--- config.mk ---
export PLATFORM = sky130hd
export DESIGN_NAME = multicycle_control
export DESIGN_NICKNAME = d
export VERILOG_FILES = /design/src/rtl/control_pkg.sv /design/src/rtl/mem_wait_timer.sv /design/src/rtl/multicycle_control.sv
export SDC_FILE = /design/constraint.sdc
export NUM_CORES = 1
export LEC_CHECK = 0
export ABC_AREA = 1
export CAP_MARGIN = 15
export CORE_ASPECT_RATIO = 0.7
export CORE_MARGIN = 5
export CORE_UTILIZATION = 48
export DETAILED_ROUTE_END_ITERATION = 16
export GPL_TIMING_DRIVEN = 1
export PLACE_DENSITY = 0.92
export SYNTH_ARGS = -nofsm -noshare
export SYNTH_HDL_FRONTEND = slang
export SYNTH_HIERARCHICAL = 1
export SYNTH_SLANG_ARGS = --single-unit
export TNS_END_PERCENT = 100
--- constraint.sdc ---
create_clock -name clk -period 2.9 [get_ports clk]
set_input_delay 0.58 -clock clk [delete_from_list [all_inputs] [get_ports clk]]
set_output_delay 0.58 -clock clk [all_outputs]
set_load 0.01 [all_outputs]
--- src/rtl/control_pkg.sv ---
// Shared encodings for the multicycle MIPS control FSM: states, opcodes,
// funct codes and datapath mux selects.
package control_pkg;

  typedef enum logic [3:0] {
    S_FETCH  = 4'd0,
    S_DECODE = 4'd1,
    S_MEMADR = 4'd2,
    S_MEMRD  = 4'd3,
    S_MEMWB  = 4'd4,
    S_MEMWR  = 4'd5,
    S_EXEC   = 4'd6,
    S_ALUWB  = 4'd7,
    S_BRANCH = 4'd8,
    S_IMMEX  = 4'd9,
    S_IMMWB  = 4'd10,
    S_JUMP   = 4'd11,
    S_JR     = 4'd12,
    S_ERROR  = 4'd15
  } state_t;

  localparam logic [5:0] R_TYPE  = 6'b000000;
  localparam logic [5:0] LW      = 6'b100011;
  localparam logic [5:0] SW      = 6'b101011;
  localparam logic [5:0] BEQ     = 6'b000100;
  localparam logic [5:0] BNE     = 6'b000101;
  localparam logic [5:0] ADDI    = 6'b001000;
  localparam logic [5:0] ANDI    = 6'b001100;
  localparam logic [5:0] LUI     = 6'b001111;
  localparam logic [5:0] J       = 6'b000010;
  localparam logic [5:0] FUNC_JR = 6'b001000;

  localparam logic [2:0] ALU_FUNC = 3'b000;
  localparam logic [2:0] ALU_SUB  = 3'b001;
  localparam logic [2:0] ALU_ADD  = 3'b010;
  localparam logic [2:0] ALU_AND  = 3'b100;

  localparam logic [1:0] SRCB_RT    = 2'b00;
  localparam logic [1:0] SRCB_FOUR  = 2'b01;
  localparam logic [1:0] SRCB_IMM   = 2'b10;
  localparam logic [1:0] SRCB_SHIFT = 2'b11;

  localparam logic [1:0] PC_ALU    = 2'b00;
  localparam logic [1:0] PC_ALUOUT = 2'b01;
  localparam logic [1:0] PC_JUMP   = 2'b10;
  localparam logic [1:0] PC_RS     = 2'b11;

endpackage

--- src/rtl/mem_wait_timer.sv ---
// Counts consecutive not-ready cycles of one memory access and flags the
// cycle in which the count reaches MEM_TIMEOUT (0 disables the flag).
module mem_wait_timer #(
  parameter int unsigned MEM_TIMEOUT = 16
) (
  input  logic clk,
  input  logic rst,
  input  logic clear,
  input  logic wait_en,
  output logic expired
);

  localparam int unsigned W   = (MEM_TIMEOUT < 1) ? 1 : $clog2(MEM_TIMEOUT + 1);
  localparam int unsigned LIM = (MEM_TIMEOUT == 0) ? 0 : MEM_TIMEOUT - 1;

  logic [W-1:0] r_count;

  always_ff @(posedge clk or posedge rst) begin
    if (rst)
      r_count <= '0;
    else if (clear)
      r_count <= '0;
    else if (wait_en)
      r_count <= r_count + 1'b1;
  end

  // Fires on the stall cycle whose increment lands on MEM_TIMEOUT, so the
  // FSM leaves for ERROR on that same edge.
  assign expired = (MEM_TIMEOUT != 0) && wait_en && !clear && (r_count == W'(LIM));

endmodule

--- src/rtl/multicycle_control.sv ---
// Multicycle MIPS control FSM: registered state, combinational decode of the
// datapath controls, mem_ready handshake with timeout into a sticky ERROR.
module multicycle_control
  import control_pkg::*;
#(
  parameter int unsigned ALUOP_W     = 3,
  parameter int unsigned MEM_TIMEOUT = 16
) (
  input  logic               clk,
  input  logic               rst,
  input  logic [5:0]         instruction,
  input  logic [5:0]         func,
  input  logic               mem_ready,
  output logic [ALUOP_W-1:0] ALUOp,
  output logic               ALUSrcA,
  output logic [1:0]         ALUSrcB,
  output logic [1:0]         PCSrc,
  output logic               PCWrite,
  output logic               PCWriteCond,
  output logic               PCWriteCondNE,
  output logic               IorD,
  output logic               MemRead,
  output logic               MemWrite,
  output logic               IRWrite,
  output logic               MemtoReg,
  output logic               RegDst,
  output logic               RegWrite,
  output logic               LUI,
  output logic [3:0]         state_out,
  output logic               err,
  output logic               illegal
);

  state_t     r_state;
  state_t     w_next;
  logic [5:0] r_op;
  logic       w_in_mem;
  logic       w_expired;

  always_ff @(posedge clk or posedge rst) begin
    if (rst) begin
      r_state <= S_FETCH;
      r_op    <= '0;
    end else begin
      r_state <= w_next;
      if (r_state == S_DECODE)
        r_op <= instruction;
    end
  end

  assign w_in_mem = (r_state == S_FETCH) || (r_state == S_MEMRD) || (r_state == S_MEMWR);

  mem_wait_timer #(.MEM_TIMEOUT(MEM_TIMEOUT)) u_timer (
    .clk     (clk),
    .rst     (rst),
    .clear   (!w_in_mem || mem_ready),
    .wait_en (w_in_mem && !mem_ready),
    .expired (w_expired)
  );

  always_comb begin
    w_next        = r_state;
    ALUOp         = '0;
    ALUSrcA       = 1'b0;
    ALUSrcB       = SRCB_RT;
    PCSrc         = PC_ALU;
    PCWrite       = 1'b0;
    PCWriteCond   = 1'b0;
    PCWriteCondNE = 1'b0;
    IorD          = 1'b0;
    MemRead       = 1'b0;
    MemWrite      = 1'b0;
    IRWrite       = 1'b0;
    MemtoReg      = 1'b0;
    RegDst        = 1'b0;
    RegWrite      = 1'b0;
    LUI           = 1'b0;
    illegal       = 1'b0;
    unique case (r_state)
      S_FETCH: begin
        MemRead = 1'b1;
        ALUSrcB = SRCB_FOUR;
        ALUOp   = ALUOP_W'(ALU_ADD);
        if (mem_ready) begin
          IRWrite = 1'b1;
          PCWrite = 1'b1;
          w_next  = S_DECODE;
        end else if (w_expired) begin
          w_next = S_ERROR;
        end
      end
      S_DECODE: begin
        ALUSrcB = SRCB_SHIFT;
        ALUOp   = ALUOP_W'(ALU_ADD);
        case (instruction)
          LW, SW:                      w_next = S_MEMADR;
          R_TYPE:                      w_next = (func == FUNC_JR) ? S_JR : S_EXEC;
          BEQ, BNE:                    w_next = S_BRANCH;
          ADDI, ANDI, control_pkg::LUI: w_next = S_IMMEX;
          J:                           w_next = S_JUMP;
          default: begin
            w_next  = S_FETCH;
            illegal = 1'b1;
          end
        endcase
      end
      S_MEMADR: begin
        ALUSrcA = 1'b1;
        ALUSrcB = SRCB_IMM;
        ALUOp   = ALUOP_W'(ALU_ADD);
        w_next  = (instruction == SW) ? S_MEMWR : S_MEMRD;
      end
      S_MEMRD: begin
        MemRead = 1'b1;
        IorD    = 1'b1;
        if (mem_ready)      w_next = S_MEMWB;
        else if (w_expired) w_next = S_ERROR;
      end
      S_MEMWB: begin
        RegWrite = 1'b1;
        MemtoReg = 1'b1;
        w_next   = S_FETCH;
      end
      S_MEMWR: begin
        MemWrite = 1'b1;
        IorD     = 1'b1;
        if (mem_ready)      w_next = S_FETCH;
        else if (w_expired) w_next = S_ERROR;
      end
      S_EXEC: begin
        ALUSrcA = 1'b1;
        ALUOp   = ALUOP_W'(ALU_FUNC);
        w_next  = S_ALUWB;
      end
      S_ALUWB: begin
        RegWrite = 1'b1;
        RegDst   = 1'b1;
        w_next   = S_FETCH;
      end
      S_BRANCH: begin
        ALUSrcA       = 1'b1;
        ALUOp         = ALUOP_W'(ALU_SUB);
        PCSrc         = PC_ALUOUT;
        PCWriteCond   = (r_op == BEQ);
        PCWriteCondNE = (r_op == BNE);
        w_next        = S_FETCH;
      end
      S_IMMEX: begin
        ALUSrcA = 1'b1;
        ALUSrcB = SRCB_IMM;
        ALUOp   = (r_op == ANDI) ? ALUOP_W'(ALU_AND) : ALUOP_W'(ALU_ADD);
        LUI     = (r_op == control_pkg::LUI);
        w_next  = S_IMMWB;
      end
      S_IMMWB: begin
        RegWrite = 1'b1;
        LUI      = (r_op == control_pkg::LUI);
        w_next   = S_FETCH;
      end
      S_JUMP: begin
        PCWrite = 1'b1;
        PCSrc   = PC_JUMP;
        w_next  = S_FETCH;
      end
      S_JR: begin
        PCWrite = 1'b1;
        PCSrc   = PC_RS;
        w_next  = S_FETCH;
      end
      S_ERROR: w_next = S_ERROR;
      default: w_next = S_FETCH;
    endcase
  end

  assign state_out = r_state;
  assign err       = (r_state == S_ERROR);

endmodule
Figure 1. Cell outlines without signal wires (run 1).
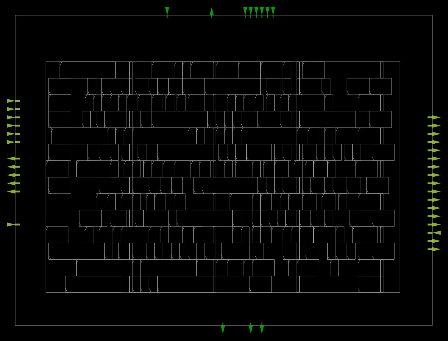
final standard cell count with taps included and fillers excluded: 260
placement row count: 14
flop count: 15

Figure 2. Cell classes on the final placement (run 1).
Fill, decap, tap and diode cells in grey.
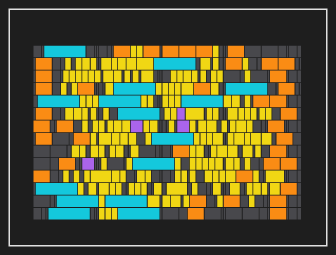
legend:
  flip-flops:
    colour: cyan
    cells: 15
    share_of_their_area: 24%
  other buffers and delay cells:
    colour: orange
    cells: 39
    share_of_their_area: 25%
  clock drivers and dummy loads:
    colour: purple
    cells: 4
    share_of_their_area: 1.8%
  all other logic:
    colour: yellow
    cells: 170
    share_of_their_area: 50%

==> run notes, run 1 <==
The flow ran to the end, and the final reports show no timing, DRC or antenna violations. The met2 wire length was 1.50 mm; the fraction of final layout cells sized beyond drive strength 1 was 9.65%. The die covers 3520 um2. In this run, power in flip-flops and latches comes to 342 uW. The topmost layer with routed signal wires was met4.

By area, the combinational part of the netlist is dominated by simple AND/OR/NAND/NOR gates. The worst register-to-register path begins at state_out[1]. The maximum fanout count along the critical path works out to 4.

After synthesis, the most frequently instantiated cells are 51 x sky130_fd_sc_hd__nand2_1, 30 x sky130_fd_sc_hd__nor2_1, 26 x sky130_fd_sc_hd__inv_1, 15 x sky130_fd_sc_hd__dfrtp_1, 12 x sky130_fd_sc_hd__nand3_1. The run gives 7 for the total number of cells along the worst setup path. Hold is met by 492 ps. The final period demand of the worst path is 2740 ps, and the total grt overflow is 0. The post-route met1 wirelength is 1.48 mm. The flow inserted 32 tap cells. Number of antenna violations at the first check in global routing: 0. More flip-flops sit in one register than any other, and that register is r_op. Counting along the longest clock path gives a buffer depth of 2. The floorplan step set the die width to 68.9 um. The power report attributes to the sequential group a share of 28.6%. The final hold violation count recorded for this run is 0. The number of cells on the worst reg-to-reg path is 15.

The number of buffers added by the clock tree synthesis step came out at 3. STA lists the endpoint of the worst register-to-register path as state_out[1]. The switching share of power is 46.9%, and the number of enable-type register cells in the synthesized netlist is 0. The run gives 1160 um2 for the area of the synthesized netlist per yosys stat. The run gives 9.68% for the area fraction in compound gates.

In the final layout, clock buffers and inverters account for 1.71% of the cell area. The first routing iteration left 123 violations. The clock network fraction of design power came out at 10.9%. Setup repair after global routing left no endpoint under its margin. Looking at the VDD voltage map, the peak drop is 0.000408 V.

The tree is rooted in a sky130_fd_sc_hd__clkbuf_4. With the number of global-route vias before repair at 1211, the largest net degree at the start of global routing is 13. For the maximum clock frequency, the log shows 364 MHz. The run gives 51.2 um for the die height. The number of multi-input combinational cells in the layout is 140.

Per the detailed placement report, the placed cell area equals 1580 um2. The script logs the ratio of routed vias to standard cells as 5.12. In the final layout, flip-flops and latches occupy 375 um2.

The cell type group with the largest total delay on the critical path was buffers and inverters. The share of the core area taken by cells at floorplan is 52.3%. The synthesized netlist devotes 2.15% of its cell area to adder and majority cells.

After synthesis the netlist holds a flip-flop and latch count of 15. TritonCTS built the clock tree. The worst setup slack after layout was 156 ps; the leakage power was 0.000758 uW. Counting only logic cells after layout, the most numerous master is sky130_fd_sc_hd__nand2_1. For reference, the critical path cell chain is clkdlybuf4s50_1 > or2_2 > o21ai_0 > nand2_1 > nand2_1 > nor3_2 > clkdlybuf4s50_1.

For the cell-internal power, the log shows 633 uW. The number of clock-tree buffers in the layout is 3. Category of the worst setup path capture point: a primary output.

Yosys reported that registers with async set or reset make up 100%. Number of iterations in the first detailed-routing pass: 4. For this run, the total global-route usage over all layers was measured as 20.3%.

The critical path is of the primary input to primary output type. Per the post-route antenna check, the number of violating nets is 0. Count of filler cells inserted in the layout: 191. In the final layout, the multi-input gates occupy 667 um2. The synthesized instance count is 186.

The run gives 31.2% as the met2 track demand over resource. Final weighted congestion in routability-driven placement: 0.929. STA classifies the critical path startpoint as a primary input. The run gives 2320 ps as the data required time of the worst path.

The cell area after layout came out at 1610 um2. The portion of synthesized area spent on multiplexers is 0%. The longest incremental delay of any stage on the critical path is reported as 550 ps. The logic share of the area is 41.3%. The first global-routing pass estimated 5.44 mm of wire.

Per the repair_timing log after CTS, setup buffers inserted total 0. For this design the top-level I/O count stands at 40. Counting every net in the synthesized netlist gives 203. In the final routed layout, each cell accounts on average for 13.1 um. The timing report notes that buffer and inverter cells on the critical path total 2. Origin of the worst setup path: instruction[0]. The run gives 2220 um2 for the area of the core region. The cell-mix breakdown from Yosys lists the XOR/XNOR area share as 0%. The synthesized netlist contains 25 unique library cells.

For this run, the script counts the antenna cells in the layout as 0. The flop-to-flop setup slack is 630 ps, and the number of OpenROAD warnings is 26. Detailed routing placed a total of 390 um of wire on met3. Power spread over the standard cell area amounts to 739 nW/um2.

The class of the tightest hold or removal check was primary input to asynchronous set/reset pin. Before any placement, the netlist area is recorded as 1160 um2. The level count of the clock H-tree is 1, and the mean instance size in the synthesized netlist is 6.26 um2. The logs give 186 for the number of cell instances after yosys synthesis and 6 for the number of warnings printed during yosys synthesis.

Met3 track utilization from global routing: 7.02%. The run gives 3.40 mm as the sum of routed wire length over all layers. During placement, the flow inserted port buffers numbering 39.

Per report_power, the combinational group accounts for 60.5% of the total. Total number of vias: 1332. The final number of max-transition violations is 0.

Power comes to 1190 uW. The number of gates resized after CTS was 0. The transition time recorded at the tightest slew-check pin is 425 ps.

The sum of negative setup slack came out at 0 ps. In this run, power in combinational logic comes to 721 uW. Dominant synthesized flop cell: sky130_fd_sc_hd__dfrtp_1.

The flip-flop count of the largest register, all copies and words added is 6. The tools report the fraction of met1 tracks used by global routing as 27.7%. Post-placement setup slack: 159 ps. In the layout the commonest cells are 51 x sky130_fd_sc_hd__nand2_1, 39 x sky130_fd_sc_hd__clkdlybuf4s50_1, 29 x sky130_fd_sc_hd__nor2_1, 26 x sky130_fd_sc_hd__inv_1, 15 x sky130_fd_sc_hd__dfrtp_1. Non-clock inverters in the final layout number 30. CTS saw 15 sinks. The final critical path takes up 94.6% of the cycle. Across the run, the number of max-cap violations was 0. The run gives 39 for the layout buffer count excluding clock buffers. The run gives 130 uW for the reported clock group power. The timing report shows that the slowest cell on the worst path is sky130_fd_sc_hd__clkdlybuf4s50_1.

The clock-pin slew on the worst setup and hold paths is 100 ps, and the total instance count after detailed placement is 256. The run gives 559 uW for the net switching component of the power. Relative slew slack: 71.6%. The global routing stage identified its most utilized layer as met2.

The number of hold buffers added after CTS is 0, and the setup violation total in the final timing report is 0. The fraction of standard cell area that is sequential was 23.3%. Ranked by total area, the top cell class in this layout is logic gates.
Figure 3. Signal wires by layer (run 1).
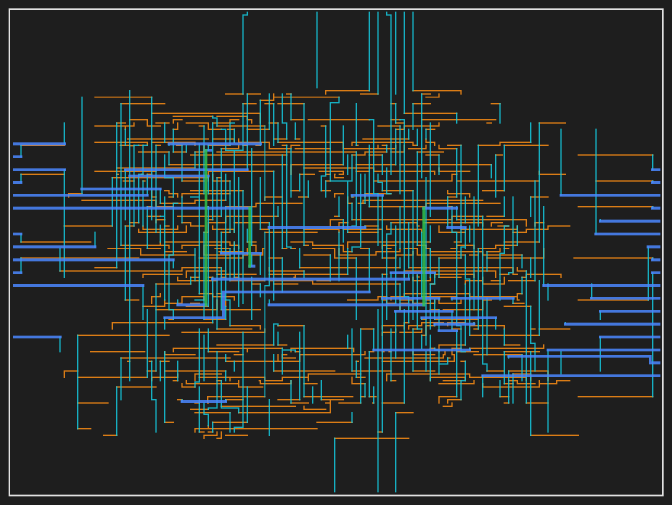
legend:
  met3:
    colour: blue
    wire_length: 391 um
  met1:
    colour: orange
    wire_length: 1480 um
  met2:
    colour: cyan
    wire_length: 1500 um
  met4:
    colour: green
    wire_length: 32.6 um

Figure 4. Wires at chosen ports, followed through buffers (run 1).
Bar = 20 um.
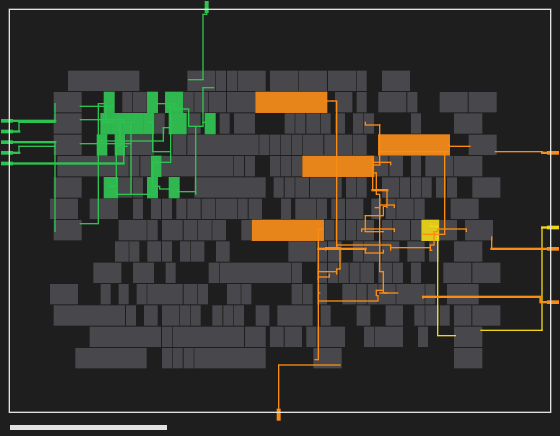

==> run 2: changes to the inputs <==
- PLACE_DENSITY: 0.92 -> 0.93
Figure 5. Wires at chosen ports, followed through buffers (run 2).
Bar = 20 um.
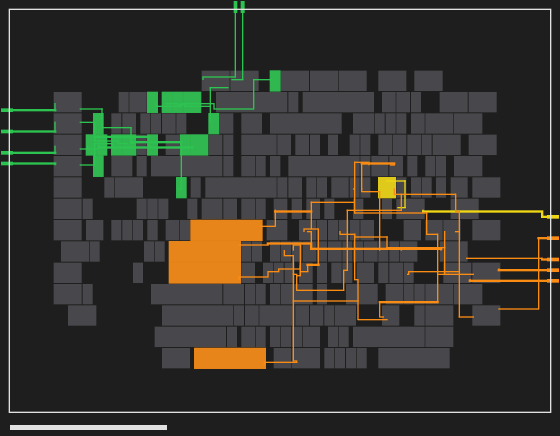
legend:
  state_out:
    colour: orange
    bits: 4
    direction: output
    edge: right
    end_cells: 4
    buffers: 4
    wire: 304 um
  instruction:
    colour: green
    bits: 6
    direction: input
    edge: 4 left, 2 top
    end_cells: 16
    buffers: 6
    wire: 145 um
  ALUSrcA:
    colour: yellow
    bits: 1
    direction: output
    edge: right
    end_cells: 1
    buffers: 1
    wire: 23.3 um

==> run 2 against run 1 <==
Effect of this change: core utilization shrank 0.11 points; non-clock buffer count is the same; via count grew 1.1%; area after synthesis is the same; clock-buffer cell count is the same; final cell count is the same; sequential share of layout area is essentially flat.
==> run notes, run 2 <==
The flow ran to the end, and the final reports show no timing, DRC or antenna violations. For the net count entering floorplan, the log shows 203 (unchanged). The final period demand of the worst path was 2760 ps (+11.2 ps); the clock-pin slew on the worst setup and hold paths was 80 ps (-20 ps).

For the data required time of the worst path, the log shows 2320 ps (about the same). The area fraction in full adders, half adders and majority gates works out to 2.15% (unchanged). The largest power group was combinational logic.

Global-route wire length before repair: 5.00 mm (-8.1%). The final number of max-transition violations is 0 (unchanged), and the number of clock-tree buffers in the layout is 3 (unchanged). The run gives 555 uW (-0.70%) as the net switching component of the power. The total number of cells along the worst setup path is 7 (unchanged). The class of the tightest hold or removal check was flop to flop.

Looking at the reg2reg group, the worst path ends at state_out[1]. The number of buffer and inverter stages on the critical path was 2 (unchanged). Setup repair after global routing left no endpoint under its margin.

The number of buffers on the longest clock path was 2 (unchanged). The via density per instance was 5.18 (+1.1%); the maximum fanout count along the critical path was 4 (unchanged). The tree is rooted in a sky130_fd_sc_hd__clkbuf_4. Per STA, the worst path is made up of clkdlybuf4s50_1 > or2_2 > o21ai_0 > nand2_1 > nand2_1 > nor3_2 > clkdlybuf4s50_1. With the transition at the pin with the smallest max-transition slack at 374 ps (-51.9 ps), the number of antenna-violating nets in the routed design is 0 (unchanged). In the Yosys report, the sequential cells make up 32.3% of the chip area. The mux share of post-synthesis cell area works out to 0% (unchanged). The tools report the worst vdd rail ir drop as 0.000315 V (-23%). Sum of routed wire length over all layers: 3.22 mm (-5.4%). The cell-internal power is 634 uW (about the same), and the power drawn by the sequential cells is 344 uW (about the same).

The logs give 60.9% (+0.4 points) for the power share of the combinational group and 2.41% (-4.6 points) for the met3 track utilization from global routing. Summed over its instances, the top area cell type makes up 32.3% of the synthesized netlist area. The post-synthesis xor/xnor area fraction is 0% (unchanged).

The tools report the number of iterations in the first detailed-routing pass as 4 (unchanged). The area fraction in compound gates is 9.68% (unchanged). The tightest hold margin came out at 490 ps (-2.04 ps). The met2 wire length was 1.32 mm (-12%). The worst setup slack after layout is 145 ps (-11.2 ps).

Global route summary, busiest routing layer listed as met1. The clock network fraction of design power was 10.2% (-0.7 points). By instance count, the leading cell after synthesis is sky130_fd_sc_hd__nand2_1. The leakage power was 0.000758 uW (about the same).

The tools report the combinational power as 723 uW (about the same). The standard cell with the maximum stage delay on the critical path is sky130_fd_sc_hd__clkdlybuf4s50_1. For the largest net degree at the start of global routing, the log shows 13 (unchanged).

The run gives 186 (unchanged) for the cell count after synthesis. r_op holds more flip-flops than any other register. With the non-clock inverter instance count of the final layout at 30 (unchanged), the met2 track demand over resource is 27.1% (-4.1 points). Count of filler cells inserted in the layout: 187 (-2.1%). The maximum clock frequency is 363 MHz (-0.41%), and the level count of the clock H-tree is 1 (unchanged). The tools report the number of warnings printed during yosys synthesis as 6 (unchanged). Per the synth stats, the flop cell with the highest instance count is sky130_fd_sc_hd__dfrtp_1. The global router's overall resource usage was 18.6% (-1.6 points). For the full die area, the log shows 3520 um2 (unchanged). The number of cell instances after yosys synthesis was 186 (unchanged); the relative slew slack was 75.1% (+3.5 points). The number of I/O pins was 40 (unchanged); the logic depth of the worst register-to-register path was 15 (unchanged). The run gives 3 (unchanged) as the number of buffers added by the clock tree synthesis step. According to the timing report, the arrival time at the worst endpoint equals 2180 ps.

The path with the worst hold slack has its endpoint at r_op[4]. The logic share of the area works out to 41.3% (-0.091 points). The run gives 393 um (+0.77%) for the routed length on met3.

The number of antenna violations at the first check in global routing was 0 (unchanged); the switching share of power was 46.7% (-0.19 points). The total instance count after detailed placement is 256 (unchanged). The cell-mix breakdown from Yosys lists the simple-gate area share as 45.3%. The number of buffer cells added on primary ports works out to 39 (unchanged). The violation count after the first detailed-routing iteration came out at 159 (+29%). The number of enable-type register cells in the synthesized netlist works out to 0 (unchanged). STA classifies the critical path endpoint as a primary output. Number of buffers inserted by post-CTS setup repair: 0 (unchanged).

Looking at the reg2reg group, the worst path starts from state_out[1]. The number of global-route vias before repair is 1082 (-11%), and the stage delay of the slowest cell on the critical path is 550 ps (about the same). The async set or reset register ratio after synthesis was 100% (unchanged); the post-placement cell area was 1580 um2 (unchanged).

The tap cell instance count is 32 (unchanged). The tools report the sequential fraction of design power as 29.0% (+0.4 points). For the number of hold-slack violations in the final timing report, the log shows 0 (unchanged).

After layout, the setup clock skew is reported as 7.79 ps. The number of core rows was 14 (unchanged). Dominant non-sequential cell family after synthesis: simple AND/OR/NAND/NOR gates. The run gives 25 (unchanged) as the number of distinct library cells after synthesis. The total number of vias was 1346 (+1.1%). The tools report the total grt overflow as 0 (unchanged). Count of max-cap constraint violations: 0 (unchanged).

Leaving out fill and tap cells, the most frequent cells in the layout are 51 x sky130_fd_sc_hd__nand2_1, 39 x sky130_fd_sc_hd__clkdlybuf4s50_1, 30 x sky130_fd_sc_hd__nor2_1, 26 x sky130_fd_sc_hd__inv_1, 15 x sky130_fd_sc_hd__dfrtp_1. Grouping stages by cell kind, the critical path spends the most delay in buffers and inverters. The tools report the startpoint class of the critical path as a primary input. The fraction of final layout cells sized beyond drive strength 1 is 9.21% (-0.44 points). Layout buffer count excluding clock buffers: 39 (unchanged). The clock buffer and inverter area fraction after layout came out at 1.71% (+0.0027 points). Flop-to-flop setup slack: 690 ps (+60 ps).

The topmost layer with routed signal wires was met4. The number of inserted diodes was 0 (unchanged); the power density over the cells was 738 nW/um2 (-0.14%). With the fraction of standard cell area that is sequential at 23.3% (+0.036 points), the number of sequential cells in the layout is 15 (unchanged).

For the area used by sequential logic in the layout, the log shows 375 um2 (unchanged). The mean instance size in the synthesized netlist works out to 6.26 um2 (unchanged). Leaving out fill and tap cells, the most frequent cell in the layout is sky130_fd_sc_hd__nand2_1.

The logs give 140 (unchanged) for the number of multi-input combinational cells and 2220 um2 (unchanged) for the area of the core region. The logs give 0.918 (-1.3%) for the final weighted congestion in routability-driven placement and 28.4% (+0.68 points) for the fraction of met1 tracks used by global routing. The setup violation total in the final timing report was 0 (unchanged); the number of OpenROAD warnings was 26 (unchanged).

The die height was 51.2 um (unchanged); the ratio of final minimum period to clock period was 95.0% (+0.39 points). The run gives 1160 um2 (unchanged) as the area of the synthesized netlist per yosys stat. Kind of critical path: primary input to primary output. The commonest cells after synthesis are 51 x sky130_fd_sc_hd__nand2_1, 30 x sky130_fd_sc_hd__nor2_1, 26 x sky130_fd_sc_hd__inv_1, 15 x sky130_fd_sc_hd__dfrtp_1, 12 x sky130_fd_sc_hd__nand3_1.

TritonCTS built the clock tree. With the cell area after layout at 1610 um2 (-0.16%), the cell area after synthesis is 1160 um2 (unchanged). The post-route met1 wirelength came out at 1.46 mm (-1.6%).

The sum of negative setup slack was 0 ps (unchanged). The number of resized instances in the post-cts repair step came out at 0 (unchanged). The tools report the number of nets at the end of the flow as 246. The tools report the initial cell density of the core as 52.3% (unchanged).

The total power after layout was 1190 uW (-0.30%); the mean routed wirelength per cell was 12.4 um (-5.4%). Reported clock group power: 121 uW (-7%). The synthesis-stage register bit count was 15 (unchanged). Count of placed standard cells in the final layout, fillers left out: 260 (unchanged). The dominant kind of cell is logic gates.

The die extent in x is 68.9 um (unchanged), and the number of hold buffers added after CTS is 0 (unchanged). The total DRC errors in the routed layout was 0. Post-placement setup slack: 168 ps (+9.19 ps). Area of combinational cells with multiple inputs: 664 um2 (-0.38%). The total clock sinks came out at 15 (unchanged). Tracing the worst setup path back leads to its startpoint at instruction[0]. The flip-flop count of the largest register, all copies and words added works out to 6 (unchanged).
Figure 6. Cell sizes after repair (run 2).
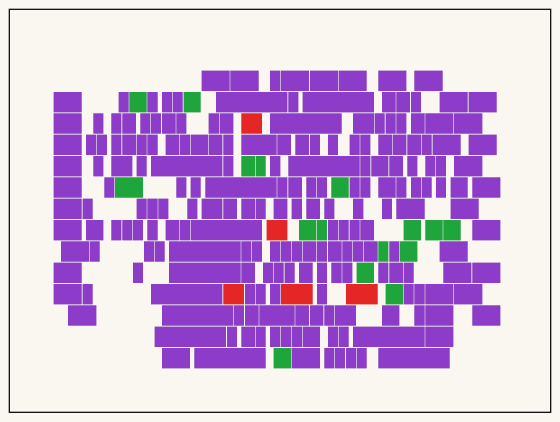
legend:
  drive 3 to 4:
    colour: red
    cells: 5
    share: 2.2%
  drive 2:
    colour: green
    cells: 16
    share: 7.0%
  drive 1 or less:
    colour: purple
    cells: 207
    share: 91%

Power is estimated from default activity; no workload was simulated.
